--- src/rtl/uart_tx_arbiter_if.sv ---
// Handshake bundle between byte requesters, the arbiter and the UART transmitter.
// slave = arbiter side, master = requester/transmitter side.
interface uart_tx_arbiter_if #(
  parameter int NUM_REQ = 4,
  parameter int B_PER_T = 8
);
  logic [NUM_REQ*B_PER_T-1:0] i_req_data;
  logic [NUM_REQ-1:0]         i_req_valid;
  logic [NUM_REQ-1:0]         o_req_ready;
  logic [NUM_REQ-1:0]         o_grant;
  logic [B_PER_T-1:0]         o_tx_data;
  logic                       o_tx_dv;
  logic                       i_tx_done;
  logic                       o_busy;

  modport slave (
    input  i_req_data, i_req_valid, i_tx_done,
    output o_req_ready, o_grant, o_tx_data, o_tx_dv, o_busy
  );

  modport master (
    output i_req_data, i_req_valid, i_tx_done,
    input  o_req_ready, o_grant, o_tx_data, o_tx_dv, o_busy
  );
endinterface

--- src/rtl/uart_tx_arbiter.sv ---
// Round-robin arbiter sharing one UART transmitter between NUM_REQ byte sources,
// with bursts of up to MAX_BURST bytes per grant.
//
// state | meaning
// IDLE  | arbitrate; accept the winner's byte
// SEND  | tx_dv strobe to the transmitter
// WAIT  | wait for tx_done; continue burst or release grant
module uart_tx_arbiter #(
  parameter int NUM_REQ   = 4,
  parameter int B_PER_T   = 8,
  parameter int MAX_BURST = 4
) (
  input logic              i_clk,
  input logic              i_rst,
  uart_tx_arbiter_if.slave bus
);

  localparam int IDX_W = $clog2(NUM_REQ);
  localparam int BC_W  = $clog2(MAX_BURST + 1);

  typedef enum logic [1:0] {
    IDLE,
    SEND,
    WAIT
  } state_e;

  state_e               state_q, state_d;
  logic [IDX_W-1:0]     last_q, last_d;
  logic [IDX_W-1:0]     owner_q, owner_d;
  logic [NUM_REQ-1:0]   grant_q, grant_d;
  logic [B_PER_T-1:0]   tx_data_q, tx_data_d;
  logic                 tx_dv_q, tx_dv_d;
  logic [BC_W-1:0]      burst_q, burst_d;

  logic [NUM_REQ-1:0]   ready_c;
  logic [IDX_W-1:0]     win_idx;
  logic                 win_found;
  logic                 owner_cont;
  logic [B_PER_T-1:0]   req_bytes [NUM_REQ];

  function automatic logic [IDX_W-1:0] rr_idx(input logic [IDX_W-1:0] base, input int off);
    int s;
    s = (int'(base) + 1 + off) % NUM_REQ;
    return IDX_W'(s);
  endfunction

  always_comb begin
    for (int k = 0; k < NUM_REQ; k++) begin
      req_bytes[k] = bus.i_req_data[k*B_PER_T +: B_PER_T];
    end
  end

  // Search starts just after the previous owner so every source gets a turn.
  always_comb begin
    win_found = 1'b0;
    win_idx   = last_q;
    for (int i = 0; i < NUM_REQ; i++) begin
      if (!win_found && bus.i_req_valid[rr_idx(last_q, i)]) begin
        win_found = 1'b1;
        win_idx   = rr_idx(last_q, i);
      end
    end
  end

  assign owner_cont = bus.i_req_valid[owner_q] && (burst_q < BC_W'(MAX_BURST));

  always_comb begin
    state_d   = state_q;
    last_d    = last_q;
    owner_d   = owner_q;
    grant_d   = grant_q;
    tx_data_d = tx_data_q;
    tx_dv_d   = 1'b0;
    burst_d   = burst_q;
    ready_c   = '0;
    case (state_q)
      IDLE: begin
        if (win_found) begin
          ready_c[win_idx] = 1'b1;
          tx_data_d        = req_bytes[win_idx];
          owner_d          = win_idx;
          grant_d          = '0;
          grant_d[win_idx] = 1'b1;
          burst_d          = BC_W'(1);
          tx_dv_d          = 1'b1;
          state_d          = SEND;
        end
      end
      SEND: begin
        state_d = WAIT;
      end
      WAIT: begin
        if (bus.i_tx_done) begin
          if (owner_cont) begin
            ready_c[owner_q] = 1'b1;
            tx_data_d        = req_bytes[owner_q];
            burst_d          = burst_q + BC_W'(1);
            tx_dv_d          = 1'b1;
            state_d          = SEND;
          end else begin
            last_d  = owner_q;
            grant_d = '0;
            burst_d = '0;
            state_d = IDLE;
          end
        end
      end
      default: begin
        state_d = IDLE;
      end
    endcase
    // No byte may be accepted while reset is held.
    if (i_rst) begin
      ready_c = '0;
    end
  end

  always_ff @(posedge i_clk) begin
    if (i_rst) begin
      state_q   <= IDLE;
      last_q    <= IDX_W'(NUM_REQ - 1);
      owner_q   <= '0;
      grant_q   <= '0;
      tx_data_q <= '0;
      tx_dv_q   <= 1'b0;
      burst_q   <= '0;
    end else begin
      state_q   <= state_d;
      last_q    <= last_d;
      owner_q   <= owner_d;
      grant_q   <= grant_d;
      tx_data_q <= tx_data_d;
      tx_dv_q   <= tx_dv_d;
      burst_q   <= burst_d;
    end
  end

  assign bus.o_req_ready = ready_c;
  assign bus.o_grant     = grant_q;
  assign bus.o_tx_data   = tx_data_q;
  assign bus.o_tx_dv     = tx_dv_q;
  assign bus.o_busy      = (state_q != IDLE);

endmodule

--- src/flat_wrapper.sv ---
// flat-port wrapper written by rule: the top's interface ports become plain ports
module uart_tx_arbiter_flat 
#(
  parameter int NUM_REQ   = 4,
  parameter int B_PER_T   = 8,
  parameter int MAX_BURST = 4
)
  (i_clk, i_rst, bus_i_req_data, bus_i_req_valid, bus_i_tx_done, bus_o_req_ready, bus_o_grant, bus_o_tx_data, bus_o_tx_dv, bus_o_busy);
  uart_tx_arbiter_if #(.NUM_REQ(NUM_REQ), .B_PER_T(B_PER_T)) bus_i ();
  input logic i_clk;
  input logic i_rst;
  input wire logic [$bits(bus_i.i_req_data)-1:0] bus_i_req_data;
  input wire logic [$bits(bus_i.i_req_valid)-1:0] bus_i_req_valid;
  input wire logic [$bits(bus_i.i_tx_done)-1:0] bus_i_tx_done;
  output wire logic [$bits(bus_i.o_req_ready)-1:0] bus_o_req_ready;
  output wire logic [$bits(bus_i.o_grant)-1:0] bus_o_grant;
  output wire logic [$bits(bus_i.o_tx_data)-1:0] bus_o_tx_data;
  output wire logic [$bits(bus_i.o_tx_dv)-1:0] bus_o_tx_dv;
  output wire logic [$bits(bus_i.o_busy)-1:0] bus_o_busy;
  assign bus_i.i_req_data = bus_i_req_data;
  assign bus_i.i_req_valid = bus_i_req_valid;
  assign bus_i.i_tx_done = bus_i_tx_done;
  assign bus_o_req_ready = bus_i.o_req_ready;
  assign bus_o_grant = bus_i.o_grant;
  assign bus_o_tx_data = bus_i.o_tx_data;
  assign bus_o_tx_dv = bus_i.o_tx_dv;
  assign bus_o_busy = bus_i.o_busy;
  uart_tx_arbiter #(.NUM_REQ(NUM_REQ), .B_PER_T(B_PER_T), .MAX_BURST(MAX_BURST)) u_core (.i_clk(i_clk), .i_rst(i_rst), .bus(bus_i));
endmodule
--- config.mk ---
export PLATFORM = sky130hd
export DESIGN_NAME = uart_tx_arbiter_flat
export DESIGN_NICKNAME = d
export VERILOG_FILES = /design/src/rtl/uart_tx_arbiter_if.sv /design/src/rtl/uart_tx_arbiter.sv /design/src/flat_wrapper.sv
export SDC_FILE = /design/constraint.sdc
export NUM_CORES = 1
export LEC_CHECK = 0
export CAP_MARGIN = 30
export CORE_AREA = 2 2 64 66
export DETAILED_ROUTE_END_ITERATION = 8
export DIE_AREA = 0 0 66 68
export PLACE_DENSITY = 0.78
export SLEW_MARGIN = 25
export SYNTH_ARGS = -nofsm -noshare
export SYNTH_HDL_FRONTEND = slang
export SYNTH_SLANG_ARGS = --single-unit
--- constraint.sdc ---
create_clock -name i_clk -period 3.7 [get_ports i_clk]
set_input_delay 1.11 -clock i_clk [delete_from_list [all_inputs] [get_ports i_clk]]
set_output_delay 1.11 -clock i_clk [all_outputs]
set_load 0.02 [all_outputs]
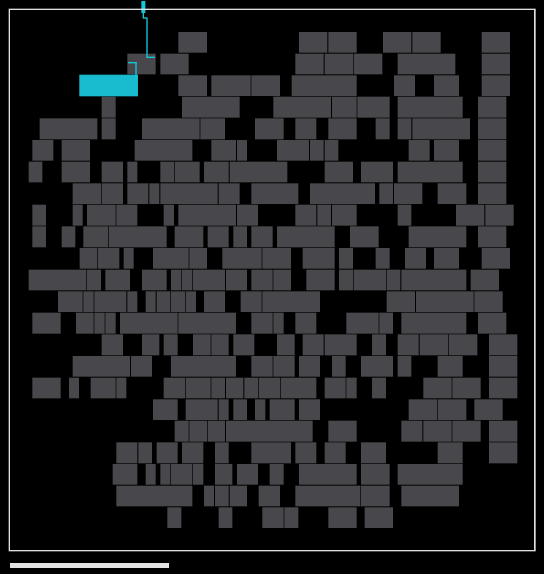
Fig. 1. I/O nets highlighted (run 1).
Scale bar: 20 um.
port	color	bits	direction	edge	end cells	buffers	wire
bus_o_tx_dv	cyan	1	output	top	1	1	9.90 um

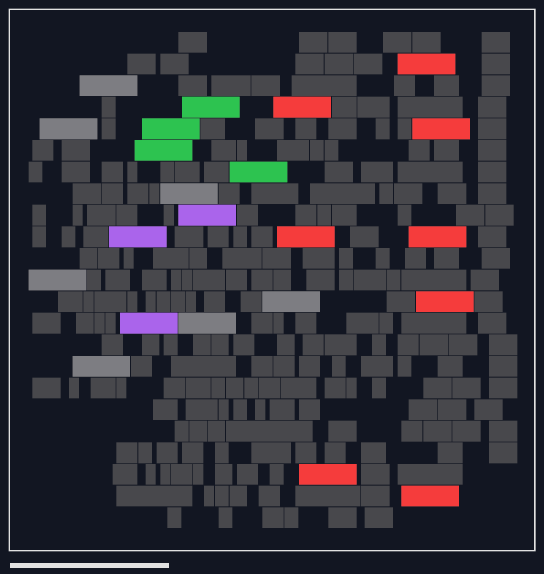
Fig. 2. Where the registers sit (run 1).
Scale bar: 20 um.
name in the netlist	color	flops
u_core.bus.o_grant	green	4
u_core.burst_q	purple	3
u_core.bus.o_tx_data	red	8
not colored	7

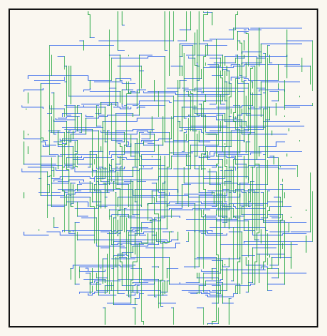
Fig. 3. Metal layers overlaid (run 1).
Only two layers are drawn.
layer	color	wire length
met2	green	2440 um
met1	blue	2220 um

## run 1: synthesized netlist by cell type (all sizes together), types with 3 or more instances
cell type,count
a21oi,7
a32oi,11
o21ai,9
nand2b,4
mux4,9
a22o,4
nor3,12
nor2b,4
dfxtp,22
nor2,12
inv,6
a2111o,8
clkbuf,6
buf,9
nand3,9
and2,3
nand2,7
o211ai,10
mux2i,8
## run 1: logic make-up (layout without fill, tap and decap cells)
family / count (synthesis) / after routing / synth area share
mux: 18 / 18 / 0.1775
flops: 22 / 22 / 0.2659
fa+ha+maj: 1 / 1 / 0.007552
simple gates: 59 / 59 / 0.1971
compound gates: 60 / 60 / 0.2908
buf+inv: 21 / 92 / 0.06117
## run 1: layout make-up
| cell class | instances | area, sq um | share of cell area |
|---|---|---|---|
| Clock buffer | 3 | 41.29 | 0.01677 |
| Clock inverter | 1 | 30.03 | 0.01220 |
| Inverter | 6 | 22.52 | 0.009146 |
| Multi-Input combinational cell | 138 | 1147 | 0.4660 |
| Sequential cell | 22 | 440.4 | 0.1789 |
| Tap cell | 50 | 62.56 | 0.02541 |
| Timing Repair Buffer | 82 | 718.2 | 0.2917 |
## run 1: sequential cells by signal (all words and copies together) (netlist names)
| signal | flops |
|---|---|
| u_core.burst_q | 3 |
| u_core.bus.o_grant | 4 |
| u_core.bus.o_tx_data | 8 |
| u_core.bus.o_tx_dv | 1 |
| u_core.last_q | 2 |
| u_core.owner_q | 2 |
| u_core.state_q | 2 |
## run 1: path summary, 6_finish.rpt
kind	startpoint	to	slack [ns]	cells past startpoint
worst max-delay path	bus_i_req_valid[3]	bus_o_req_ready[3]	0.1	7
worst min-delay path	u_core.bus.o_grant[3]	u_core.bus.o_grant[3]	0.49	1
worst max register to register	u_core.owner_q[0]	u_core.bus.o_tx_data[6]	1.70	7
worst min register to register	u_core.bus.o_grant[3]	u_core.bus.o_grant[3]	0.49	1
## run 1: worst max-delay path, stage by stage
cell     delay [ns]
buf_2          0.14
mux4_2         0.48
buf_4          0.16
and3_4         0.18
a32oi_1        0.18
nor3_1         0.07
buf_2          0.17
## run 1: timing repair
item | CTS | global route
hold endpoints to repair | 0 | 0
resized | 35 | 4
pin swaps | 3 | 2
setup endpoints to repair | 4 | 4
## run 1: routing by layer
metal	vias to the layer above	routed length (um)
met5	-	0
met4	0	108
met2	76	2435
met3	13	382
met1	854	2215
li1	864	-
## run 1: through the flow
step	hold slack [ns]	setup TNS [ns]	setup WS [ns]	utilization	instance area, sq um
CTS	0.4898	0	0.0009599	0.6428	2479
global route	0.5015	0	0.03748	0.6385	2462
global placement	0.4582	-2.949	-0.7638	0.6239	2406
detailed placement	0.4645	-2.997	-0.7947	0.6239	2406
finish	0.4871	0	0.09814	0.6385	2462
floorplan	0.4502	0	0.05667	-	1667
## run 1: power breakdown
part / leakage, nW / switching, mW / internal (mW) / total [mW]
Sequential: 0.181 / 0.0192 / 0.264 / 0.283
Combinational: 0.730 / 0.177 / 0.187 / 0.364
Clock: 0.0357 / 0.0936 / 0.145 / 0.239
Total: 0.947 / 0.290 / 0.596 / 0.886
==> flow_summary.toml, run 1 <==
# implementation run metrics
[cells_and_area]
layout.cells.non_filler = 302
lay_top_count = "clkdlybuf4s50_1"
num_antenna_cells = 0
fillCellCount = 344
layout-drive-gt1-share = 0.2381
nNetsFinal = 293

[yosys]
yosys-stat-cells = 181
ys_area_sq_um = 1657
largest_area_cell = "dfxtp_1"
syn_nets = 221
ys_async_sr_fraction = 0
ys_warn_count = 0
edf_count = 0
topCellsByArea = "dfxtp_1, mux4_2, a32oi_1, a2111o_1, mux2i_1"
yosys.cell_types.count = 40

[critical_path]
arrival_ns = 2.49
start_kind = "primary input"
critPathKind = "primary input to output port"
required_ns = 2.59

[clock_network]
postCtsHoldBufs = 0
cts_tree = "yes"
cts_setup_buffers = 0
cts.htree.levels = 1
cts_max_path_buffers = 2
cts-root-buf = "clkbuf_8"

[power_and_ir_drop]
p_leak_nw = 0.9467
irDropWorstVdd_mv = 0.1365
finalPower_mw = 0.8856

[run_status]
outcome = "completed"

[drt]
final_antenna_net_count = 0
routed_via_density = 5.983
wl_um = 5141
drc_errors = 0
first_iter_violations = 78
via_count = 1807

[floorplanning]
die_height_um = 68
row_count = 23
io_pins = 57

[global_routing]
busiest_layer = "met2"
grt_pass1_wl_um = 8107
gr-usage-met2 = 0.4280
grtUsageMet1 = 0.2866
grt_pass1_vias = 1734
grt_use_met3 = 0.03125

[placed_design]
dp_hpwl_um = 3743
dp.cells = 298

[sta]
fin_crit_sh = 0.9735
tightest_slew_ns = 0.7176
fin_crit_ns = 3.602
skew_ns = 0.002042
drv_slew = 0
rsz0062_at_grt = "no"

[run]
drv_cap = 0
Fig. 4: run 1, layout detail
Window x 0 to 40, y 28 to 68 um. Cells in gray, sequential cells in the stronger gray; small squares are vias.
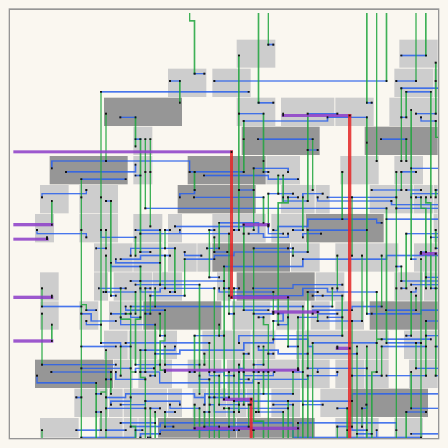

==> run 2, diff against run 1 <==
--- a/config.mk
+++ b/config.mk
@@ -6,10 +6,10 @@
 export NUM_CORES = 1
 export LEC_CHECK = 0
 export CAP_MARGIN = 30
-export CORE_AREA = 2 2 64 66
+export CORE_AREA = 2 2 67 69
 export DETAILED_ROUTE_END_ITERATION = 8
-export DIE_AREA = 0 0 66 68
-export PLACE_DENSITY = 0.78
+export DIE_AREA = 0 0 69 71
+export PLACE_DENSITY = 0.75
 export SLEW_MARGIN = 25
 export SYNTH_ARGS = -nofsm -noshare
 export SYNTH_HDL_FRONTEND = slang
==> constraint.sdc (replaced) <==
create_clock -name i_clk -period 3.3 [get_ports i_clk]
set_input_delay 0.99 -clock i_clk [delete_from_list [all_inputs] [get_ports i_clk]]
set_output_delay 0.99 -clock i_clk [all_outputs]
set_load 0.02 [all_outputs]
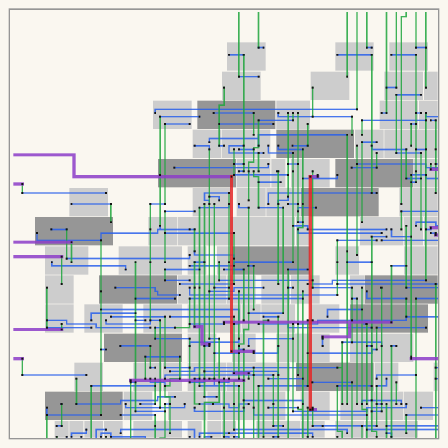
Fig. 5. Layout detail (run 2).
Window x 0 to 40, y 31 to 71 um. Cells in gray, sequential cells in the stronger gray; small squares are vias.
layer	color
met4	red
met1	blue
met3	purple
met2	green
most frequent	buf_4 (17), dfxtp_1 (13), clkdlybuf4s50_1 (10)
cells with their middle in the window	93
netlist names of flops here include	u_core.bus.o_grant (4), u_core.burst_q (2), u_core.last_q (2)
sequential cells in the window	13

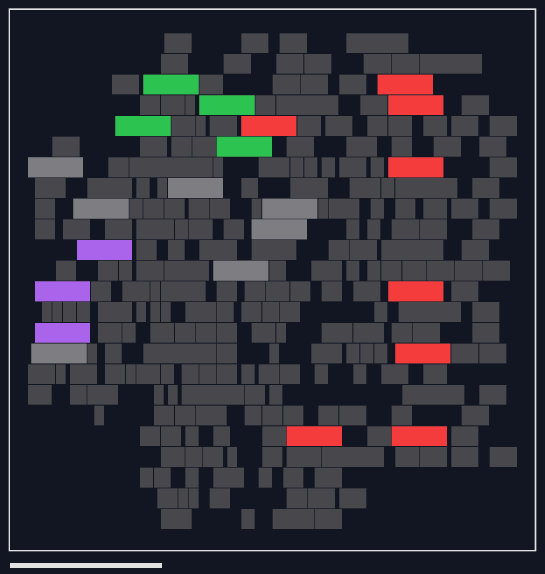
Fig. 6. Where the registers sit (run 2).
Scale bar: 20 um.
name in the netlist	color	flops
u_core.bus.o_grant	green	4
u_core.bus.o_tx_data	red	8
u_core.burst_q	purple	3
not colored	7

==> run 2 against run 1 <==
Effect of this change:
- count of clock-buffer cells in the layout is the same
- clock power grew 7%
- flip-flop count unchanged
- global-route usage fell by 1.7 points
- register-to-register slack got worse by 0.46 ns
- critical path type unchanged
- the flow now finishes with violations (negative setup slack)
- sequential share of layout area decreased by 0.76 points
- utilization down 2.7 points
- first-iteration DRC count grew 21%
- cell area up 4.4%
- clock skew increased by 0.0097 ns
- area after synthesis is the same
- routed wire length up 1.9%
==> flow_summary.toml, run 2 <==
# implementation run metrics
[run_status]
outcome = "complete, but fails checks"
violations = "negative setup slack"

[run]
drv_cap = 0

[global_routing]
busiest_layer = "met2"
grt_use_met3 = 0.04701
grt_pass1_wl_um = 8956
gr-usage-met2 = 0.4081

[placed_design]
dp_hpwl_um = 3820

[clock_network]
cts-root-buf = "clkbuf_8"
cts_tree = "yes"
cts_max_path_buffers = 2

[cells_and_area]
largest_reg_flops = 8
layout-drive-gt1-share = 0.2802
nNetsFinal = 298
fin_area_sq_um = 2571

[power_and_ir_drop]
irDropWorstVdd_mv = 0.3587
p_leak_nw = 0.9947

[sta]
fin_crit_sh = 1.017
skew_ns = 0.01177
rsz0062_at_grt = "yes"
setup_ws_ns = -0.05627
setup-violations-final = 4
tightest_slew_ns = 0.4895
drv_slew = 0
fin_crit_ns = 3.356

[floorplanning]
die_height_um = 71
io_pins = 57

[yosys]
ys_warn_count = 0
edf_count = 0
yosys.cell_types.count = 40
synthMostInstantiatedCell = "dfxtp_1"
synthTopCellsByCount = "dfxtp_1, nor2_1, a32oi_1, nor3_1, o211ai_1"
yosys-stat-cells = 181

[drt]
first_iter_violations = 94
final_antenna_net_count = 0
routed_via_density = 5.854
wl_um = 5237

[critical_path]
critPathKind = "primary input to output port"
required_ns = 2.31
start_kind = "primary input"
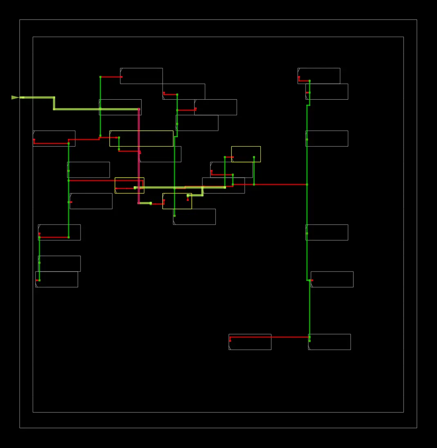
Fig. 7. Clock wiring as the flow saved it (run 2).
number of clock buffers in the layout: 3
TritonCTS Buffers: 3

-- run 2: netlist changes by cell type in the layout (fill, tap and decap cells not counted), sizes merged --
cell / delta
buf: +5
clkdlybuf4s50: -1
dlygate4sd2: +1
-- run 2: path summary, 6_finish.rpt --
| path | startpoint | endpoint | slack, ns |
|---|---|---|---|
| min reg2reg | u_core.burst_q[0] | u_core.burst_q[0] | 0.48 |
| max | bus_i_req_valid[1] | bus_o_req_ready[1] | -0.06 |
| min | u_core.burst_q[0] | u_core.burst_q[0] | 0.48 |
| max reg2reg | u_core.last_q[1] | u_core.bus.o_tx_data[1] | 1.24 |
-- run 2: layer usage --
| metal | vias to the layer above | wire length, um |
|---|---|---|
| li1 | 875 | - |
| met3 | 4 | 263 |
| met2 | 54 | 2628 |
| met5 | - | 0 |
| met1 | 876 | 2307 |
| met4 | 0 | 38 |
-- run 2: where the power goes --
group,total (mW),internal [mW],switching [mW]
logic,0.426,0.223,0.204
registers,0.321,0.296,0.0245
clock network,0.255,0.162,0.0925
total,1.00,0.681,0.321
-- run 2: metrics by stage --
| stage | cells | hold WS [ns] |
|---|---|---|
| after global routing | 309 | 0.5108 |
| after floorplan | 181 | 0.4502 |
| after CTS | 308 | 0.4795 |
| after global placement | 302 | 0.4669 |
| final | 309 | 0.4781 |
| after detailed placement | 302 | 0.4589 |
-- run 2: layout make-up --
cell class	count	area (sq um)
sequential	22	440.4
clock buffer	3	41.29
inverter	6	22.52
multi-input combinational	138	1184
clock inverter	1	30.03
timing repair buffer	87	788.3
tap	52	65.06
fill	375	1633
-- run 2: logic make-up (layout without fill, tap and decap cells) --
kind of cell	after synthesis	after routing	synth area share
adder cells (fa/ha/maj)	1	1	0.007552
buffers and inverters	21	97	0.06117
AND-OR/OR-AND	60	60	0.2908
AND/OR/NAND/NOR	59	59	0.1971
multiplexers	18	18	0.1775
flip-flops	22	22	0.2659
-- run 2: critical path: stages --
cell,delay [ns]
buf_8,0.10
or4_4,0.56
and2_4,0.19
o311ai_4,0.07
o32a_1,0.26
nor3_4,0.05
buf_6,0.14
-- run 2: repair_timing --
item | in CTS | in global routing
pin swaps | 7 | 3
setup buffers | 2 | 1
setup endpoints to repair | 4 | 4
gates resized | 49 | 6
hold buffers | 0 | 0
Power figures rest on the tool's default switching activity, not on a simulated workload.
